===== src/rtl/io_read_queue.sv =====
// io_read_queue: CPU read queue fed by the local I/O devices.
//
// Each writing device (0 = locker, 1 = messenger, ...) lands its 32-bit result
// in its own skid register. One skid per cycle drains into a first-word
// fall-through FIFO. The lowest index always wins the drain. The CPU pops the
// FIFO head to complete an I/O read.
//
// Ports:
//   clock       system clock
//   reset       asynchronous, active-high reset
//   wrq         per-source write strobe
//   rqIn        per-source data, source i at [32*i+31:32*i]
//   rqBusy      per-source skid occupied (device must hold off)
//   rdRQ        pop the head entry
//   rq          head entry (registered, first-word fall-through)
//   rqEmpty     FIFO has no valid head
//   rqCount     entries in the FIFO, skids excluded
//   rqOverflow  sticky: a write arrived while its skid was held and was dropped
//
// Build option: RQ_BYPASS_EN. When this macro is defined and the queue is
// completely idle (FIFO empty, no skid valid), the highest-priority writer goes
// straight into the head. This gives a latency of one cycle instead of two.

module io_read_queue #(
  parameter int NSRC       = 4,
  parameter int DEPTH_LOG2 = 4
) (
  input  logic                  clock,
  input  logic                  reset,
  input  logic [NSRC-1:0]       wrq,
  input  logic [32*NSRC-1:0]    rqIn,
  output logic [NSRC-1:0]       rqBusy,
  input  logic                  rdRQ,
  output logic [31:0]           rq,
  output logic                  rqEmpty,
  output logic [DEPTH_LOG2:0]   rqCount,
  output logic                  rqOverflow
);

  localparam int DEPTH = 1 << DEPTH_LOG2;
  localparam logic [DEPTH_LOG2:0] FULL_CNT = (DEPTH_LOG2 + 1)'(DEPTH);
  localparam logic [DEPTH_LOG2:0] PTR_ONE  = (DEPTH_LOG2 + 1)'(1);

  logic [31:0]         skid_data [NSRC];
  logic [NSRC-1:0]     skid_vld;
  logic [31:0]         mem [DEPTH];
  logic [DEPTH_LOG2:0] wr_ptr;
  logic [DEPTH_LOG2:0] rd_ptr;
  logic [DEPTH_LOG2:0] count;
  logic [31:0]         head;
  logic                overflow;

  logic                empty;
  logic                full;
  logic                pop;
  logic                push;
  logic                found;
  logic [NSRC-1:0]     drain_sel;
  logic [NSRC-1:0]     byp_sel;
  logic [31:0]         push_data;
  logic [DEPTH_LOG2:0] pop_ext;
  logic [DEPTH_LOG2:0] push_ext;
  logic [DEPTH_LOG2:0] cnt_next;
  logic [DEPTH_LOG2:0] rd_next;
  logic [31:0]         head_next;

  always_comb begin
    empty     = (count == '0);
    full      = (count == FULL_CNT);
    pop       = rdRQ && !empty;
    drain_sel = '0;
    byp_sel   = '0;
    push_data = '0;
    found     = 1'b0;
    push      = 1'b0;

    // Lowest-index valid skid is the drain candidate.
    for (int i = 0; i < NSRC; i++) begin
      if (skid_vld[i] && !found) begin
        found        = 1'b1;
        drain_sel[i] = 1'b1;
        push_data    = skid_data[i];
      end
    end

    // A full FIFO still accepts the drain if the head leaves this cycle.
    push = found && (!full || pop);
    if (!push) begin
      drain_sel = '0;
    end

`ifdef RQ_BYPASS_EN
    if (empty && (skid_vld == '0)) begin
      for (int i = 0; i < NSRC; i++) begin
        if (wrq[i] && !push) begin
          byp_sel[i] = 1'b1;
          push       = 1'b1;
          push_data  = rqIn[32*i +: 32];
        end
      end
    end
`endif

    pop_ext  = {{DEPTH_LOG2{1'b0}}, pop};
    push_ext = {{DEPTH_LOG2{1'b0}}, push};
    cnt_next = count + push_ext - pop_ext;
    rd_next  = rd_ptr + pop_ext;

    // The head register always holds the entry that rd_ptr will point at.
    // The pushed word becomes the head when nothing older survives this cycle.
    // Otherwise the new head is already in memory.
    if (push && ((count - pop_ext) == '0)) begin
      head_next = push_data;
    end else if (cnt_next != '0) begin
      head_next = mem[rd_next[DEPTH_LOG2-1:0]];
    end else begin
      head_next = head;
    end
  end

  always_ff @(posedge clock) begin
    if (push) begin
      mem[wr_ptr[DEPTH_LOG2-1:0]] <= push_data;
    end
  end

  always_ff @(posedge clock or posedge reset) begin
    if (reset) begin
      wr_ptr   <= '0;
      rd_ptr   <= '0;
      count    <= '0;
      head     <= '0;
      skid_vld <= '0;
      overflow <= 1'b0;
      for (int i = 0; i < NSRC; i++) begin
        skid_data[i] <= '0;
      end
    end else begin
      if (push) begin
        wr_ptr <= wr_ptr + PTR_ONE;
      end
      rd_ptr <= rd_next;
      count  <= cnt_next;
      head   <= head_next;
      for (int i = 0; i < NSRC; i++) begin
        if (wrq[i] && !byp_sel[i]) begin
          // A skid that drains this cycle is free to recapture.
          if (!skid_vld[i] || drain_sel[i]) begin
            skid_vld[i]  <= 1'b1;
            skid_data[i] <= rqIn[32*i +: 32];
          end else begin
            overflow <= 1'b1;
          end
        end else if (drain_sel[i]) begin
          skid_vld[i] <= 1'b0;
        end
      end
    end
  end

  assign rq         = head;
  assign rqEmpty    = empty;
  assign rqCount    = count;
  assign rqBusy     = skid_vld;
  assign rqOverflow = overflow;

endmodule


===== config.mk =====
export PLATFORM = sky130hd
export DESIGN_NAME = io_read_queue
export DESIGN_NICKNAME = d
export VERILOG_FILES = /design/src/rtl/io_read_queue.sv
export SDC_FILE = /design/constraint.sdc
export NUM_CORES = 1
export LEC_CHECK = 0
export ABC_AREA = 1
export CORE_AREA = 5 5 343 345
export DETAILED_ROUTE_END_ITERATION = 10
export DIE_AREA = 0 0 348 350
export MAX_ROUTING_LAYER = met4
export PLACE_DENSITY_LB_ADDON = 0.3
export SLEW_MARGIN = 20
export SYNTH_ARGS = -nofsm -noshare
export SYNTH_HDL_FRONTEND = slang
export SYNTH_SLANG_ARGS = --single-unit

===== constraint.sdc =====
create_clock -name clock -period 7.5 [get_ports clock]
set_clock_uncertainty 0.15 [all_clocks]
set_input_delay 1.125 -clock clock [delete_from_list [all_inputs] [get_ports clock]]
set_output_delay 1.125 -clock clock [all_outputs]
set_load 0.02 [all_outputs]

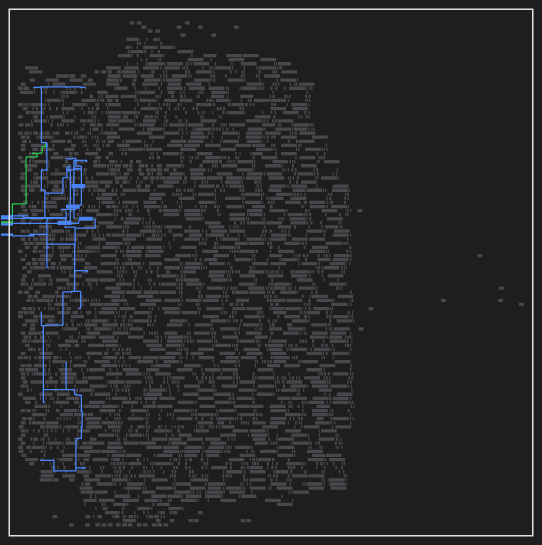
Figure 1: port wiring.
(1.5 px per um)
legend:
  rqBusy:
    color: blue
    bits: 4
    direction: output
    edge: left
    end_cells: 4
    buffers: 5
    wire: 905 um
  rqEmpty:
    color: green
    bits: 1
    direction: output
    edge: left
    end_cells: 1
    buffers: 1
    wire: 76.4 um
Port Buf Inserts: 177
I/O Pins: 178

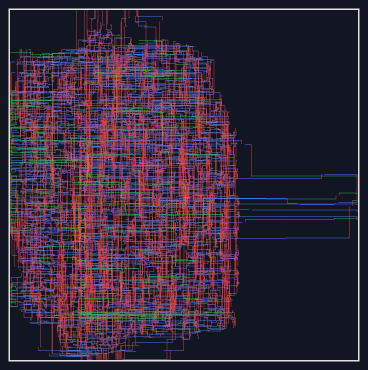
Figure 2: wiring by layer.
(1 px per um)
legend:
  met1:
    color: blue
    wire_length: 39.7 mm
  met2:
    color: red
    wire_length: 43.3 mm
  met4:
    color: orange
    wire_length: 1640 um
  met3:
    color: green
    wire_length: 5400 um
Via Count: 21503
gr usage total: 0.150
Post-Route WL: 90000 um
Routed wire per std cell: 18.7 um

==> CHANGELOG.md <==
### Metrics

- Status: finished, final reports clean
- Instance count on the critical path: 15
- Combinational gates: 1782
- Synth area leader: edfxtp_1
- Fmax: 216 MHz
- Inserted Diodes: 1
- Core area: 114000 um2
- Slowest CP cell: buf_4
- Clk root buf: clkbuf_16
- Top layer in use: met4
- Initial drt markers: 1666
- Lkg Pwr: 0.0157 uW
- CTS buffer count: 70
- Clk latency late pin: 0.62 ns
- Finish-stage setup viols: 0
- Setup crit end: rq[9]$_DFFE_PP0P_
- Die area: 122000 um2
- Top power group: combinational logic
- Most used cell, CP: nand3_1
- Crit Path Class: flip-flop to flip-flop
- Share of layout cells above drive strength 1: 0.0611
- Via/cell ratio: 4.46
- Most frequent cells in the layout: nand2_1, nand3_1, edfxtp_1
- Fin cells: 4821
- Storage cell area: 19800 um2
- Reg power frac: 0.356
- Comb pwr share: 0.421
- Max clock buf depth: 3
- Clk pwr: 3470 uW
- Flop2flop setup slack: 2.86 ns
- GR met3 Demand/Resource: 0.0242
- Setup crit start: rqCount[3]$_DFF_PP0_
- Worst reg-to-reg path cell count: 15
- Yosys Chip Area: 30500 um2
- FF-to-FF Start: rqCount[3]$_DFF_PP0_
- Critical path launch point type: flip-flop
- FP Core Util: 0.268
- Most instantiated logic cell after routing: nand2_1
- H-tree levels: 3
- Cells along the critical path: inv_1 > ha_1 > nand2_1 > o21ai_0 > inv_1 > ha_4 > buf_12 > buf_4 > nand2_1 > nand3_1 > nand3_1 > nand3_1 > nand3_1 > nand3_1 > nand2_1
- Initial antenna violation count: 1
- Most used routing layer: met2
- Min cycle time layout: 4.64 ns
- WHS Endpoint: skid_data[89]$_DFFE_PP0P_
- EDFF count, synth: 512
- Final-layout clock buffer total: 101
- Area Growth Syn to Fin: 19.0%
- Syn Area/Cell: 9.76 um2
- Fillers: 11712
- DP HPWL: 50800 um
- Seq. pwr: 5530 uW
- Gr ovfl total: 0
- Commonest cells post-synth: nand2_1, nand3_1, edfxtp_1, inv_1, dfrtp_1
- Synth Flop Type: edfxtp_1
- Critical Path RT: 7.83 ns
- Flops after synth: 690
- Post-CTS setup buffers: 0
- Sequential cells: 690
- Met2 usage: 0.247
- Pwr Density: 429 nW/um2
- NonClk Buf Share: 0.0600
- ClkCell Share: 0.0625
- Detail Route met2 WL: 43300 um
- RR Endpoint: rq[9]$_DFFE_PP0P_
- Worst-case hold slack: 0.320 ns
- Unrepaired setup endpoints after global routing: false
- P_int: 9050 uW
- CTS clock-pin slew for the worst setup and hold paths: 0.06 ns
- Register share after synthesis: 0.650
- Post-cts hold buffer count: 0
- Die W: 348 um
- Crit path arrival time: 4.97 ns
- Pin count of the biggest net entering global routing: 156
- Tapcell count: 1512
- Hold path depth: 2
- Tool warnings: 41
- Sum of buffers and inverters on the critical path: 4
- Slew HR: 0.320
- Comb pwr: 6540 uW
- Post-Synthesis Cell Area: 30500 um2
- Dpl cells: 4691
- Worst Setup End Kind: flip-flop
- Clk sinks: 690
- Top delay family on crit path: buffers and inverters
- Gpl congestion: 0.765
- Count of pins over their slew limit: 0
- Fraction of registers with async set/reset: 0.258
- Largest stage delay, worst path: 0.78 ns
- Post-synth top area share: 0.504
- Crit path max fanout: 155
- Ys Warns: 0
- Bufs w/o clock: 226
- M1 WL: 39700 um
- Site row count: 124
- Yosys top cell by instances: nand2_1
- Biggest area cells: edfxtp_1, dfrtp_1, nand2_1
- Hold_sp: skid_data[89]$_DFFE_PP0P_
- Top cell category: flip-flops and latches
- TritonCTS clock tree: done
- Antenna viol nets, final: 0
- CTS resizes: 0
- Clock power share: 0.223
- Synthesized net count: 3272
- Final Cell Area: 36300 um2
- Area after DPL: 34000 um2
- Max cap viols: 0
- Setup TNS: 0 ns
- Final net count: 3401
- DR DRC count: 0
==> stage by stage <==
stage / setup slack (ns) / utilization
2_1_floorplan: 1.39 / -
3_3_place_gp: 2.57 / 0.299
3_5_place_dp: 2.54 / 0.299
4_1_cts: 3.01 / 0.319
5_1_grt: 2.61 / 0.319
6_report: 2.86 / 0.319
==> cells by family after synthesis <==
logic type,share of synthesized area
DFF,0.650
muxes,0.0118
adders and majority gates,0.00640
AOI/OAI and AO/OA,0.00690
buffers and inverters,0.0854
and+or+nand+nor,0.236
xor gates and xnor gates,0.00308
==> state kept, by name, indices dropped and copies added (netlist names) <==
signal	flops
rqOverflow	1
skid_data	128
mem	512
rqBusy	4
rd_ptr	4
wr_ptr	4
rq	32
rqCount	5
Power figures rest on the tool's default switching activity, not on a simulated workload.
